==> src/rtl/hsv2rgb_sector_pkg.sv <==
// Shared Q16.15 HSV definitions: word format, sector encoding and hue decode.
// The forward (RGB->HSV) selector imports the same package.
package hsv_pkg;
    localparam int N    = 32;
    localparam int FRAC = 15;
    localparam int NSEC = 6;
    localparam int QW   = FRAC + 2;    // magnitude width able to hold ONE
    localparam int IW   = N - FRAC - 1;  // integer-part width

    typedef logic [N-1:0]  word_t;
    typedef logic [QW-1:0] q17_t;
    typedef logic [IW-1:0] ipart_t;

    localparam q17_t ONE = q17_t'(1 << FRAC);

    // Hue sextants, named by the colour ramp each one spans
    typedef enum logic [2:0] {
        SEC_RY = 3'd0,
        SEC_YG = 3'd1,
        SEC_GC = 3'd2,
        SEC_CB = 3'd3,
        SEC_BM = 3'd4,
        SEC_MR = 3'd5
    } sector_e;

    typedef struct packed {
        logic    err;
        sector_e sec;
        q17_t    f;
    } hue_t;

    // Split a sign-magnitude hue into sector, fraction and range error
    function automatic hue_t decode_hue(word_t h);
        hue_t   d;
        ipart_t ip;
        ip    = h[N-2:FRAC];
        d.err = h[N-1] | (ip >= ipart_t'(NSEC));
        d.sec = sector_e'(ip[2:0]);
        d.f   = {2'b00, h[FRAC-1:0]};
        return d;
    endfunction

    // Drop the sign and saturate the magnitude at ONE
    function automatic q17_t clamp_mag(word_t x);
        word_t m;
        m        = x;
        m[N-1]   = 1'b0;
        return (m > word_t'(ONE)) ? ONE : q17_t'(m);
    endfunction
endpackage

==> src/rtl/hsv2rgb_sector_if.sv <==
// HSV in / RGB out stream bundle; slave is the converter, master drives it.
interface hsv2rgb_sector_if;
    import hsv_pkg::*;

    logic  in_valid;
    logic  in_ready;
    word_t H;
    word_t S;
    word_t V;
    logic  out_valid;
    logic  out_ready;
    word_t R;
    word_t G;
    word_t B;
    logic  out_err;

    modport slave (
        input  in_valid, H, S, V, out_ready,
        output in_ready, out_valid, R, G, B, out_err
    );

    modport master (
        output in_valid, H, S, V, out_ready,
        input  in_ready, out_valid, R, G, B, out_err
    );
endinterface

==> src/rtl/hsv2rgb_sector_q15_mul.sv <==
// Unsigned Q1.15 magnitude multiply with truncating shift: (a*b)>>FRAC.
module q15_mul
    import hsv_pkg::*;
(
    input  q17_t a,
    input  q17_t b,
    output q17_t y
);
    assign y = q17_t'((34'(a) * 34'(b)) >> FRAC);
endmodule

==> src/rtl/hsv2rgb_sector.sv <==
// HSV -> RGB: 4-stage pipeline (decode, S*f terms, V products, sector route)
// sharing a single advance enable so a stalled output freezes every stage.
module hsv2rgb_sector
    import hsv_pkg::*;
(
    input  logic             clk,
    input  logic             rst,
    hsv2rgb_sector_if.slave  bus
);
    logic    en;

    logic    vld1, vld2, vld3;
    hue_t    hue1;
    q17_t    s1, v1;
    logic    err2, err3;
    sector_e sec2, sec3;
    q17_t    s2, v2, a2, b2;
    q17_t    v3, p3, q3, t3;

    q17_t    nf1, ns2, na2, nb2;
    q17_t    a_nxt, b_nxt, p_nxt, q_nxt, t_nxt;
    q17_t    r_nxt, g_nxt, b_out_nxt;

    assign en           = !bus.out_valid | bus.out_ready;
    assign bus.in_ready = en;

    assign nf1 = ONE - hue1.f;
    assign ns2 = ONE - s2;
    assign na2 = ONE - a2;
    assign nb2 = ONE - b2;

    q15_mul u_mul_a (.a(s1), .b(hue1.f), .y(a_nxt));
    q15_mul u_mul_b (.a(s1), .b(nf1),    .y(b_nxt));
    q15_mul u_mul_p (.a(v2), .b(ns2),    .y(p_nxt));
    q15_mul u_mul_q (.a(v2), .b(na2),    .y(q_nxt));
    q15_mul u_mul_t (.a(v2), .b(nb2),    .y(t_nxt));

    // Route {V,p,q,t} onto R/G/B by sector; out-of-range hue forces black
    always_comb begin
        r_nxt     = '0;
        g_nxt     = '0;
        b_out_nxt = '0;
        if (!err3) begin
            case (sec3)
                SEC_RY: begin r_nxt = v3; g_nxt = t3; b_out_nxt = p3; end
                SEC_YG: begin r_nxt = q3; g_nxt = v3; b_out_nxt = p3; end
                SEC_GC: begin r_nxt = p3; g_nxt = v3; b_out_nxt = t3; end
                SEC_CB: begin r_nxt = p3; g_nxt = q3; b_out_nxt = v3; end
                SEC_BM: begin r_nxt = t3; g_nxt = p3; b_out_nxt = v3; end
                SEC_MR: begin r_nxt = v3; g_nxt = p3; b_out_nxt = q3; end
                default: begin r_nxt = '0; g_nxt = '0; b_out_nxt = '0; end
            endcase
        end
    end

    // Pipeline registers, all advanced together by en
    always_ff @(posedge clk or posedge rst) begin
        if (rst) begin
            vld1          <= 1'b0;
            hue1          <= '0;
            s1            <= '0;
            v1            <= '0;
            vld2          <= 1'b0;
            err2          <= 1'b0;
            sec2          <= SEC_RY;
            s2            <= '0;
            v2            <= '0;
            a2            <= '0;
            b2            <= '0;
            vld3          <= 1'b0;
            err3          <= 1'b0;
            sec3          <= SEC_RY;
            v3            <= '0;
            p3            <= '0;
            q3            <= '0;
            t3            <= '0;
            bus.out_valid <= 1'b0;
            bus.R         <= '0;
            bus.G         <= '0;
            bus.B         <= '0;
            bus.out_err   <= 1'b0;
        end else if (en) begin
            vld1          <= bus.in_valid;
            hue1          <= decode_hue(bus.H);
            s1            <= clamp_mag(bus.S);
            v1            <= clamp_mag(bus.V);

            vld2          <= vld1;
            err2          <= hue1.err;
            sec2          <= hue1.sec;
            s2            <= s1;
            v2            <= v1;
            a2            <= a_nxt;
            b2            <= b_nxt;

            vld3          <= vld2;
            err3          <= err2;
            sec3          <= sec2;
            v3            <= v2;
            p3            <= p_nxt;
            q3            <= q_nxt;
            t3            <= t_nxt;

            bus.out_valid <= vld3;
            bus.R         <= word_t'(r_nxt);
            bus.G         <= word_t'(g_nxt);
            bus.B         <= word_t'(b_out_nxt);
            bus.out_err   <= err3;
        end
    end
endmodule

==> src/flat_wrapper.sv <==
// flat-port wrapper written by rule: the top's interface ports become plain ports
module hsv2rgb_sector_flat import hsv_pkg::*;
  (clk, rst, bus_in_valid, bus_H, bus_S, bus_V, bus_out_ready, bus_in_ready, bus_out_valid, bus_R, bus_G, bus_B, bus_out_err);
  hsv2rgb_sector_if bus_i ();
  input  logic clk;
  input  logic rst;
  input wire logic [$bits(bus_i.in_valid)-1:0] bus_in_valid;
  input wire logic [$bits(bus_i.H)-1:0] bus_H;
  input wire logic [$bits(bus_i.S)-1:0] bus_S;
  input wire logic [$bits(bus_i.V)-1:0] bus_V;
  input wire logic [$bits(bus_i.out_ready)-1:0] bus_out_ready;
  output wire logic [$bits(bus_i.in_ready)-1:0] bus_in_ready;
  output wire logic [$bits(bus_i.out_valid)-1:0] bus_out_valid;
  output wire logic [$bits(bus_i.R)-1:0] bus_R;
  output wire logic [$bits(bus_i.G)-1:0] bus_G;
  output wire logic [$bits(bus_i.B)-1:0] bus_B;
  output wire logic [$bits(bus_i.out_err)-1:0] bus_out_err;
  assign bus_i.in_valid = bus_in_valid;
  assign bus_i.H = bus_H;
  assign bus_i.S = bus_S;
  assign bus_i.V = bus_V;
  assign bus_i.out_ready = bus_out_ready;
  assign bus_in_ready = bus_i.in_ready;
  assign bus_out_valid = bus_i.out_valid;
  assign bus_R = bus_i.R;
  assign bus_G = bus_i.G;
  assign bus_B = bus_i.B;
  assign bus_out_err = bus_i.out_err;
  hsv2rgb_sector u_core (.clk(clk), .rst(rst), .bus(bus_i));
endmodule
==> config.mk <==
export PLATFORM = sky130hd
export DESIGN_NAME = hsv2rgb_sector_flat
export DESIGN_NICKNAME = d
export VERILOG_FILES = /design/src/rtl/hsv2rgb_sector_pkg.sv /design/src/rtl/hsv2rgb_sector_if.sv /design/src/rtl/hsv2rgb_sector_q15_mul.sv /design/src/rtl/hsv2rgb_sector.sv /design/src/flat_wrapper.sv
export SDC_FILE = /design/constraint.sdc
export NUM_CORES = 2
export LEC_CHECK = 0
export ABC_CLOCK_PERIOD_IN_PS = 9800
export CAP_MARGIN = 5
export CORE_MARGIN = 4
export CORE_UTILIZATION = 50
export CTS_CLUSTER_SIZE = 10
export DETAILED_ROUTE_END_ITERATION = 8
export GPL_TIMING_DRIVEN = 0
export PLACE_DENSITY = 0.69
export SYNTH_ARGS = -nofsm -noshare
export SYNTH_HDL_FRONTEND = slang
export SYNTH_SLANG_ARGS = --single-unit
export TNS_END_PERCENT = 5
==> constraint.sdc <==
create_clock -name clk -period 9.8 [get_ports clk]
set_input_delay 1.47 -clock clk [delete_from_list [all_inputs] [get_ports clk]]
set_output_delay 1.47 -clock clk [all_outputs]
set_load 0.02 [all_outputs]
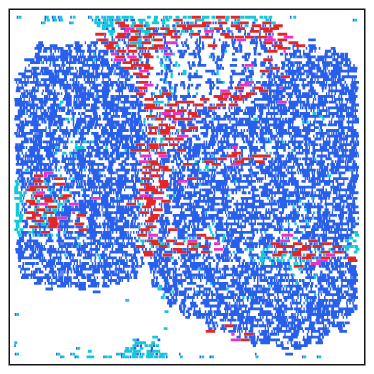
**Above:** placement by cell class.
| class | color | cells | share of their area |
|---|---|---|---|
| remaining buffers and delay cells | cyan | 540 | 5.5% |
| clock drivers and dummy loads | magenta | 60 | 2.1% |
| combinational and other logic | blue | 5735 | 82% |
| sequential cells | red | 253 | 11% |

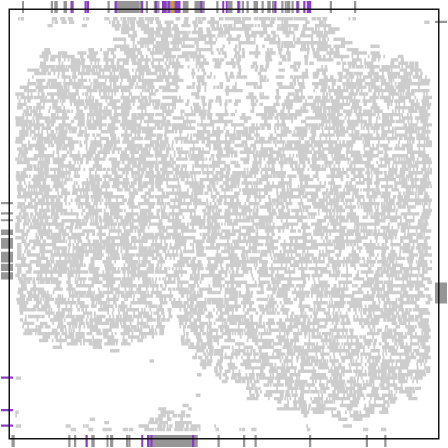
**Above:** ports around the boundary.
Pins as bars across the die edge, other pins in gray.
| port | color | pins | direction | edge |
|---|---|---|---|---|
| bus_G | purple | 32 | output | 24 top, 5 bottom, 3 left |
| bus_out_valid | orange | 1 | output | top |
all pins by edge: 95 top, 62 bottom, 29 left, 13 right

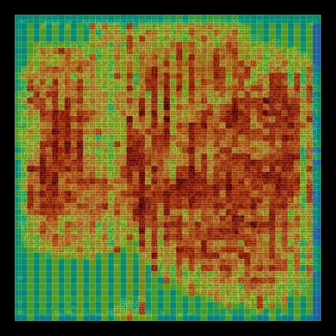
**Above:** routing congestion.
gr usage total: 0.315
met3 Usage GRT: 0.0723

==> out/qor.yml <==
worst_setup_path:
  cp-end-kind: "flop"
  worstReg2RegStart: "u_core.b2[0]"
  critPathTopFamily: "adder cells"
  crit_path_max_incr_delay_ps: 720
  rr_worst_depth: 28
  endpoint: "u_core.t3[16]"
  cp_slowest_cell: "xnor2_1"
final_layout:
  seq_cells: 253
  final_cell_mix: "inv_1 (1379), nand2_1 (1216), fa_1 (1061), and2_1 (516), ha_1 (492)"
  clock_area_frac: 0.0204
  regArea_sq_um: 6330
  sh_seq_area: 0.105
  final_core_utilization: 0.550
  n_all_buffers: 540
  fin_area_sq_um: 60000
global_route:
  use_met2: 0.504
  grt_remaining_overflow: 0
timing:
  grt_setup_unrepaired: "no"
  fin_crit_ps: 9440
  min_period_over_period: 0.963
  fin_ws_ps: 360
synthesis:
  netlist_logic_family_top: "adder cells"
  yosysTopAreaCellShare: 0.385
  ys_async_sr_fraction: 1.00
  syn_inst: 6332
  yosysTopAreaCell: "fa_1"
  muxShareOfSynthArea: 0.00653
  yosys_cells: 6332
  synth_seq_share: 0.115
  yosys-stat-area_sq_um: 55200
floorplanning:
  die_h_microns: 340
  die_x_microns: 340
  tapCellCount: 1476
flow_run:
  maxCapViolations: 1
  warning_count: 34
clock_tree:
  post_cts_buffers: 0
  cts_sinks: 253
  clk_pin_slew_ps: 60
detailed_routing:
  drcViolationCount: 0
  vias: 44300
  topRoutingLayerUsed: "met4"
  met3WireLength_mm: 16.6
  met1Wirelength_mm: 66.5
  first_pass_iters: 6
power:
  p_leak_nw: 29.9
  switching_share: 0.534
  ir_worst_vdd_uv: 125
  seq-power_mw: 1.73
  maxPowerGroup: "combinational cells"
placement:
  port_buffers: 151
  place_area_sq_um: 58800
  gp_congestion: 0.970
  hpwl_mm: 149
min_path:
  hp-start: "u_core.vld3"
  hold_path_class: "reg2reg"
  holdPathEnd: "u_core.bus.out_valid"
run_status:
  status: "complete, but fails checks"
  violations: "max-capacitance violations"
Power figures rest on the tool's default switching activity, not on a simulated workload.
